## src/rtl/neuron_weight_update_if.sv

```systemverilog
// Handshake bundle for neuron_weight_update: error term channel and input activation channel.
// Both channels transfer on a clock edge where valid and ready are both high; valid must not depend on ready.
interface neuron_weight_update_if;
  logic               err_valid;
  logic               err_ready;
  logic signed [16:0] err;
  logic        [3:0]  lr_shift;
  logic               x_valid;
  logic               x_ready;
  logic signed [7:0]  x;

  modport master (
    output err_valid, err, lr_shift, x_valid, x,
    input  err_ready, x_ready
  );

  modport slave (
    input  err_valid, err, lr_shift, x_valid, x,
    output err_ready, x_ready
  );
endinterface

```

## src/rtl/neuron_weight_update.sv

```systemverilog
// One gradient step on N signed 8-bit weights plus bias: w += sat((err*x) >>> lr_shift), b += sat(err >>> lr_shift).
// Optional macro NEURON_UPD_ROUND_EN adds 2^(lr_shift-1) before each shift (round-half-up instead of floor).
module neuron_weight_update #(
  parameter int N     = 4,
  parameter int IDX_W = (N > 1) ? $clog2(N) : 1
) (
  input  logic                     clk,
  input  logic                     rst,
  neuron_weight_update_if.slave    bus,
  input  logic [IDX_W-1:0]         rd_idx,
  output logic signed [7:0]        rd_w,
  output logic signed [7:0]        bias_out,
  output logic                     busy,
  output logic                     done,
  output logic [1:0]               state_dbg
);

  typedef enum logic [1:0] {
    IDLE   = 2'd0,
    UPDATE = 2'd1,
    BIAS   = 2'd2,
    DONE   = 2'd3
  } state_t;

  state_t                 state_q, state_d;
  logic [IDX_W-1:0]       idx_q, idx_d;
  logic signed [16:0]     err_q, err_d;
  logic [3:0]             lr_q, lr_d;
  logic signed [7:0]      w_q [N];
  logic signed [7:0]      w_d [N];
  logic signed [7:0]      bias_q, bias_d;

  logic signed [24:0]     prod;
  logic signed [7:0]      w_cur;
  logic signed [7:0]      w_upd;
  logic signed [7:0]      bias_upd;

  // Shift toward zero-bias step size; the rounding offset only exists in the rounding build.
  function automatic logic signed [25:0] scale(input logic signed [25:0] v, input logic [3:0] sh);
    logic signed [25:0] r;
    r = v;
`ifdef NEURON_UPD_ROUND_EN
    if (sh != 4'd0) r = v + (26'sd1 <<< (sh - 4'd1));
`endif
    return r >>> sh;
  endfunction

  function automatic logic signed [7:0] sat8(input logic signed [25:0] v);
    if (v > 26'sd127)       return 8'sh7f;
    else if (v < -26'sd128) return 8'sh80;
    else                    return v[7:0];
  endfunction

  assign w_cur    = w_q[idx_q];
  assign prod     = {{8{err_q[16]}}, err_q} * {{17{bus.x[7]}}, bus.x};
  assign w_upd    = sat8({{18{w_cur[7]}}, w_cur} + scale({prod[24], prod}, lr_q));
  assign bias_upd = sat8({{18{bias_q[7]}}, bias_q} + scale({{9{err_q[16]}}, err_q}, lr_q));

  always_comb begin
    state_d       = state_q;
    idx_d         = idx_q;
    err_d         = err_q;
    lr_d          = lr_q;
    w_d           = w_q;
    bias_d        = bias_q;
    bus.err_ready = 1'b0;
    bus.x_ready   = 1'b0;
    busy          = 1'b1;
    done          = 1'b0;
    case (state_q)
      IDLE: begin
        busy          = 1'b0;
        bus.err_ready = 1'b1;
        if (bus.err_valid) begin
          err_d   = bus.err;
          lr_d    = bus.lr_shift;
          idx_d   = '0;
          state_d = UPDATE;
        end
      end
      UPDATE: begin
        bus.x_ready = 1'b1;
        if (bus.x_valid) begin
          w_d[idx_q] = w_upd;
          idx_d      = idx_q + 1'b1;
          if (idx_q == IDX_W'(N - 1)) state_d = BIAS;
        end
      end
      BIAS: begin
        bias_d  = bias_upd;
        state_d = DONE;
      end
      DONE: begin
        done    = 1'b1;
        state_d = IDLE;
      end
      default: state_d = IDLE;
    endcase
  end

  always_ff @(posedge clk or posedge rst) begin
    if (rst) begin
      state_q <= IDLE;
      idx_q   <= '0;
      err_q   <= '0;
      lr_q    <= '0;
      bias_q  <= '0;
      for (int i = 0; i < N; i++) w_q[i] <= '0;
    end else begin
      state_q <= state_d;
      idx_q   <= idx_d;
      err_q   <= err_d;
      lr_q    <= lr_d;
      bias_q  <= bias_d;
      for (int i = 0; i < N; i++) w_q[i] <= w_d[i];
    end
  end

  // Indices past the bank read as zero so the forward neuron sees no phantom weights.
  assign rd_w      = (32'(rd_idx) < N) ? w_q[rd_idx] : 8'sd0;
  assign bias_out  = bias_q;
  assign state_dbg = state_q;

endmodule

```

## src/flat_wrapper.sv

```systemverilog
// flat-port wrapper written by rule: the top's interface ports become plain ports
module neuron_weight_update_flat 
#(
  parameter int N     = 4,
  parameter int IDX_W = (N > 1) ? $clog2(N) : 1
)
  (clk, rst, rd_idx, rd_w, bias_out, busy, done, state_dbg, bus_err_valid, bus_err, bus_lr_shift, bus_x_valid, bus_x, bus_err_ready, bus_x_ready);
  neuron_weight_update_if bus_i ();
  input  logic clk;
  input  logic rst;
  input  logic [IDX_W-1:0] rd_idx;
  output logic signed [7:0] rd_w;
  output logic signed [7:0] bias_out;
  output logic busy;
  output logic done;
  output logic [1:0] state_dbg;
  input wire logic [$bits(bus_i.err_valid)-1:0] bus_err_valid;
  input wire logic [$bits(bus_i.err)-1:0] bus_err;
  input wire logic [$bits(bus_i.lr_shift)-1:0] bus_lr_shift;
  input wire logic [$bits(bus_i.x_valid)-1:0] bus_x_valid;
  input wire logic [$bits(bus_i.x)-1:0] bus_x;
  output wire logic [$bits(bus_i.err_ready)-1:0] bus_err_ready;
  output wire logic [$bits(bus_i.x_ready)-1:0] bus_x_ready;
  assign bus_i.err_valid = bus_err_valid;
  assign bus_i.err = bus_err;
  assign bus_i.lr_shift = bus_lr_shift;
  assign bus_i.x_valid = bus_x_valid;
  assign bus_i.x = bus_x;
  assign bus_err_ready = bus_i.err_ready;
  assign bus_x_ready = bus_i.x_ready;
  neuron_weight_update #(.N(N), .IDX_W(IDX_W)) u_core (.clk(clk), .rst(rst), .bus(bus_i), .rd_idx(rd_idx), .rd_w(rd_w), .bias_out(bias_out), .busy(busy), .done(done), .state_dbg(state_dbg));
endmodule
```

## config.mk

```make
export PLATFORM = sky130hd
export DESIGN_NAME = neuron_weight_update_flat
export DESIGN_NICKNAME = d
export VERILOG_FILES = /design/src/rtl/neuron_weight_update_if.sv /design/src/rtl/neuron_weight_update.sv /design/src/flat_wrapper.sv
export SDC_FILE = /design/constraint.sdc
export NUM_CORES = 1
export LEC_CHECK = 0
export ABC_AREA = 0
export CAP_MARGIN = 20
export CORE_MARGIN = 1.5
export CORE_UTILIZATION = 65
export DETAILED_ROUTE_END_ITERATION = 8
export GPL_ROUTABILITY_DRIVEN = 0
export GPL_TIMING_DRIVEN = 0
export PLACE_DENSITY = 0.85
export SYNTH_ARGS = -nofsm -noshare
export SYNTH_HDL_FRONTEND = slang
export SYNTH_SLANG_ARGS = --single-unit
export TNS_END_PERCENT = 1
```

## constraint.sdc

```tcl
create_clock -name clk -period 20.4 [get_ports clk]
set_clock_uncertainty 0.2 [all_clocks]
set_input_delay 3.06 -clock clk [delete_from_list [all_inputs] [get_ports clk]]
set_output_delay 3.06 -clock clk [all_outputs]
set_load 0.02 [all_outputs]
```

==> results.txt <==
Notes from the flow run.

GRT:
- The run puts the largest net degree at the start of global routing at 66.
- The run puts the leftover overflow at the end of global routing at 0.
- The run gives the number of global-route vias before repair as 11595.
- The run puts the initial antenna violation count at 0.

Yosys:
- In the Yosys stats the netlist draws on 81 distinct library cells.
- The biggest area contributor in the post-synthesis netlist is sky130_fd_sc_hd__fa_1.
- After technology mapping, the gate count stands at ~1500.
- The run gives the number of synthesized register bits as 65.
- The run gives the post-synthesis net count as about 1700.
- Yosys mapped a number of flops with a built-in enable equal to 0.
- The run gives the area of the mapped netlist as 12600 um^2.
- During synthesis, Yosys emitted a total of 0 warnings.
- The run gives the cell count in the Yosys report as around 1500.
- The run puts the mean post-synth cell area at 8.52 um^2.
- The run gives the yosys-reported design area after synthesis as 12600 um^2.

Clock network:
- The run gives the level count of the clock H-tree as 3.
- The number of gates resized after CTS was 0.
- The run puts the total clock buffers created by CTS at 9.
- Looking at the worst setup and hold paths, the clock pins of their registers show a slew of 0.06 ns.
- Per the CTS log, the root buffer master is sky130_fd_sc_hd__clkbuf_16.

STA:
- The run puts the number of pins with negative max-slew slack in the final report at 0.
- The run puts the setup violation total in the final timing report at 0.
- The run puts the final-layout setup total negative slack at 0 ns.
- The run gives the transition time at the pin with the least slew margin as between 0.8 and 0.9 ns.
- The highest clock rate this design can be run at is 76.8 MHz.

Hold path:
- STA reports the tightest min-delay check as being of type reg2reg.

Detailed routing:
- The run gives the via count normalized by instance count as 6.57.
- The run puts the total iterations of the first detailed-routing run at 8.
- The run puts the number of DRC violations after detailed routing at 0.
- After the first detailed-routing iteration, the DRC count stood at 1336.

Final layout:
- The run gives the register bank with the most flops as u_core.w_q.
- The run puts the flip-flop count of the largest register after layout at 32.
- The run puts the footprint of the multi-input gates at between 10000 and 15000 um^2.

Setup path:
- Among the stages of the critical path, the cell type that occurs most often is sky130_fd_sc_hd__fa_1.
- The run gives the biggest fanout along the worst timing path as 10.
- STA classifies the critical path startpoint as an input port.
- The run gives the delay of the slowest critical-path stage as 0.67 ns.
- The run gives the capturing element type of the critical path as a flip-flop.

Floorplanning:
- The die covers 20300 um^2.
- The run gives the horizontal extent of the die as between 100 and 150 um.

Placed design:
- The run gives the placed wire-length estimate as 27200 um.

Run status:
- The run finished with clean final reports.
-- per-layer routing --
layer	routed length, um	share of wire	GRT usage	up-vias
met5	0	0	0	-
met4	1270	0.037	0.124	0
met3	3370	0.098	0.0673	150
met2	16000	0.47	0.581	691
met1	13700	0.40	0.460	5679
li1	-	-	-	5359
-- worst paths after layout --
kind	cells past startpoint	end	startpoint	slack [ns]
worst min register to register	2	u_core.w_q[31]$_DFFE_PP0P_	u_core.w_q[31]$_DFFE_PP0P_	0.31
worst max register to register	30	u_core.w_q[19]$_DFFE_PP0P_	u_core.err_q[16]$_DFFE_PP0P_	10.31
worst min-delay path	2	u_core.w_q[31]$_DFFE_PP0P_	u_core.w_q[31]$_DFFE_PP0P_	0.31
min in group asynchronous	2	u_core.w_q[12]$_DFFE_PP0P_	rst	3.02
max in group asynchronous	2	u_core.bias_out[6]$_DFFE_PP0P_	rst	16.41
worst max-delay path	31	u_core.w_q[19]$_DFFE_PP0P_	bus_x[7]	7.38
-- kinds of logic after synthesis --
kind of cell / count (synthesis) / share of synthesized area
fa+ha+maj: 208 / 0.272
simple gates: 470 / 0.183
mux: 102 / 0.119
flops: 65 / 0.129
compound gates: 349 / 0.190
buf+inv: 240 / 0.0741
xor+xnor: 48 / 0.0333
-- metrics by stage --
stage | instance area [um^2] | instances | setup WS [ns] | utilization
floorplan | 12600 | 1482 | 9.34 | -
global placement | 13500 | 1793 | 7.35 | 0.712
detailed placement | 13500 | 1793 | 7.18 | 0.713
CTS | 13800 | 1809 | 7.53 | 0.730
global route | 13800 | 1809 | 6.87 | 0.730
finish | 13800 | 1809 | 7.38 | 0.730
-- final cells by class --
cell class                 count  share of cell area
buffer                        91              0.0273
clock buffer                   9              0.0163
clock inverter                 7             0.00735
inverter                     149              0.0407
multi-input combinational   1177               0.730
sequential                    65               0.118
tap                          260              0.0236
timing repair buffer          51              0.0370
-- worst register-to-register path, delay by kind of cell, from the launching register on --
family                   cells  cell delay (ns)
flip-flops                   1             0.37
AND-OR/OR-AND               10             2.54
multiplexers                 1             0.37
buffers and inverters        8             1.79
XOR/XNOR                     2             1.02
AND/OR/NAND/NOR              3             0.82
adder cells (fa/ha/maj)      6             2.86
-- synth_stat cells, drive strengths merged (4+ instances only) --
library cell and number:
a2111oi 7, a211o 7, a211oi 31, a21o 25
a21oi 86, a22oi 6, a311oi 6, a31oi 34
a32oi 4, and2 69, and3 12, and4 5
buf 20, clkbuf 71, dfrtp 65, fa 111
ha 97, inv 149, mux2 35, mux2i 33
mux4 34, nand2 158, nand2b 13, nand3 32
nand4 15, nand4b 5, nor2 108, nor2b 11
nor3 20, nor4 6, o211ai 31, o21a 10
o21ai 66, o311ai 5, or3 5, xnor2 38
xor2 10
The metal 3 layer:
Cells faint in the background.
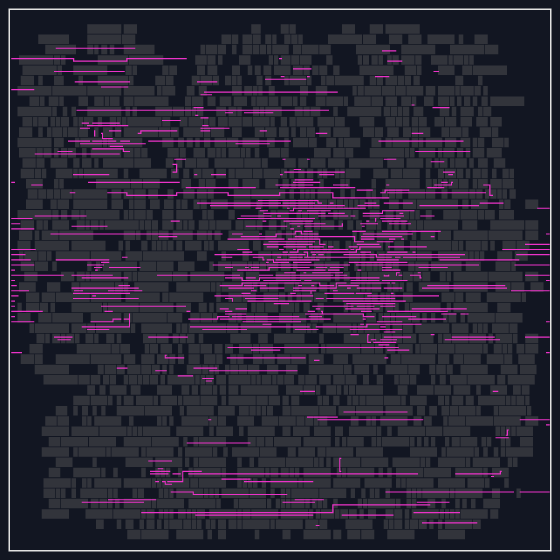
- nets with wire on the layer: 273
- longest straight run: 66.2 um
via count: 11879
total wire length after detailed routing: 34400 um

Routing congestion:
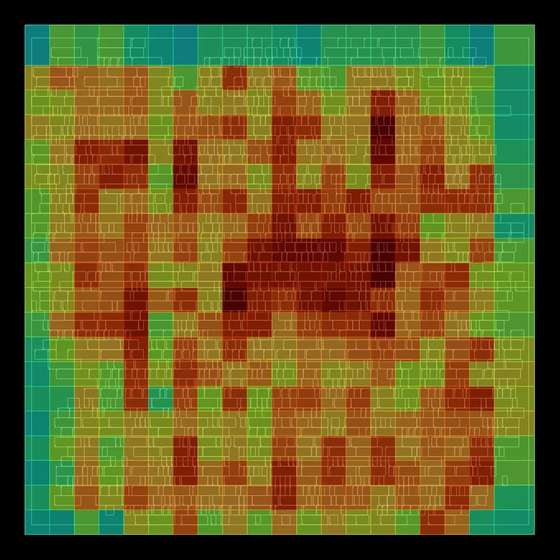
met1 global-route usage: 0.460
Wirelength per Cell: 19.0 um
total routing resource utilization after global routing: 0.350
GR met3 Demand/Resource: 0.0673
met2 layer usage reported by global route: 0.581

Routed clock nets over the placement:
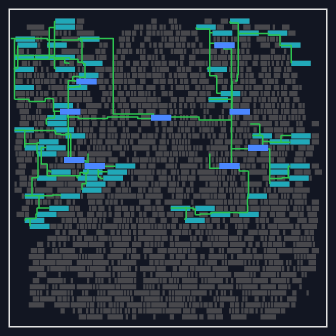
- clock-net drivers: blue (count 9)
- clock wires: green (length 1070 um)
- flip-flops: cyan (count 65)
- routed clock nets: 10
latest clock arrival within the worst-skew pair: 0.35 ns

Gate-type map:
Bar = 50 um.
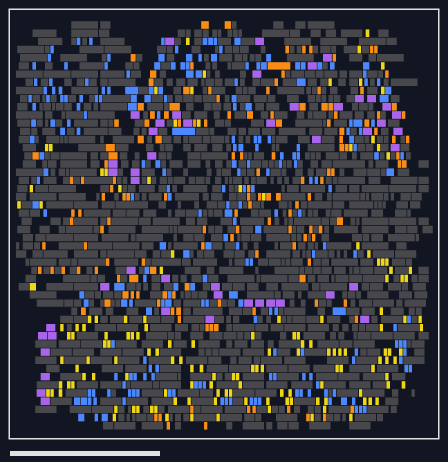
- nand cells: blue (cells 226; where all over the die)
- nor cells: orange (cells 149)
- inv cells: yellow (cells 149)
- xor and xnor cells: purple (cells 48)
most frequently placed logic cell in the final layout: sky130_fd_sc_hd__nand2_1
non-filler cells in the finished layout: 1809
share of the final layout cell area in multi-input gates: 0.730

Cell sizes after repair:
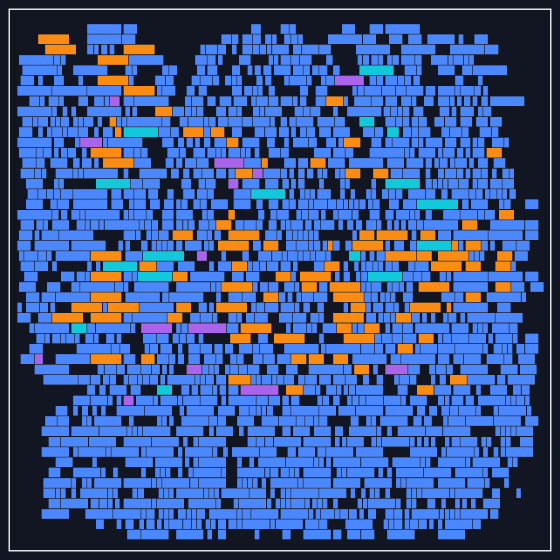
- x3 and x4: purple (cells 14; most used buf_4)
- x1 and smaller: blue (cells 1428; most used nand2_1)
- x6 and larger: cyan (cells 16; most used clkbuf_16)
- x2: orange (cells 91; most used mux2_2)
Layout area overhead: 9.23%
setup slack of the critical path after layout: 7.38 ns

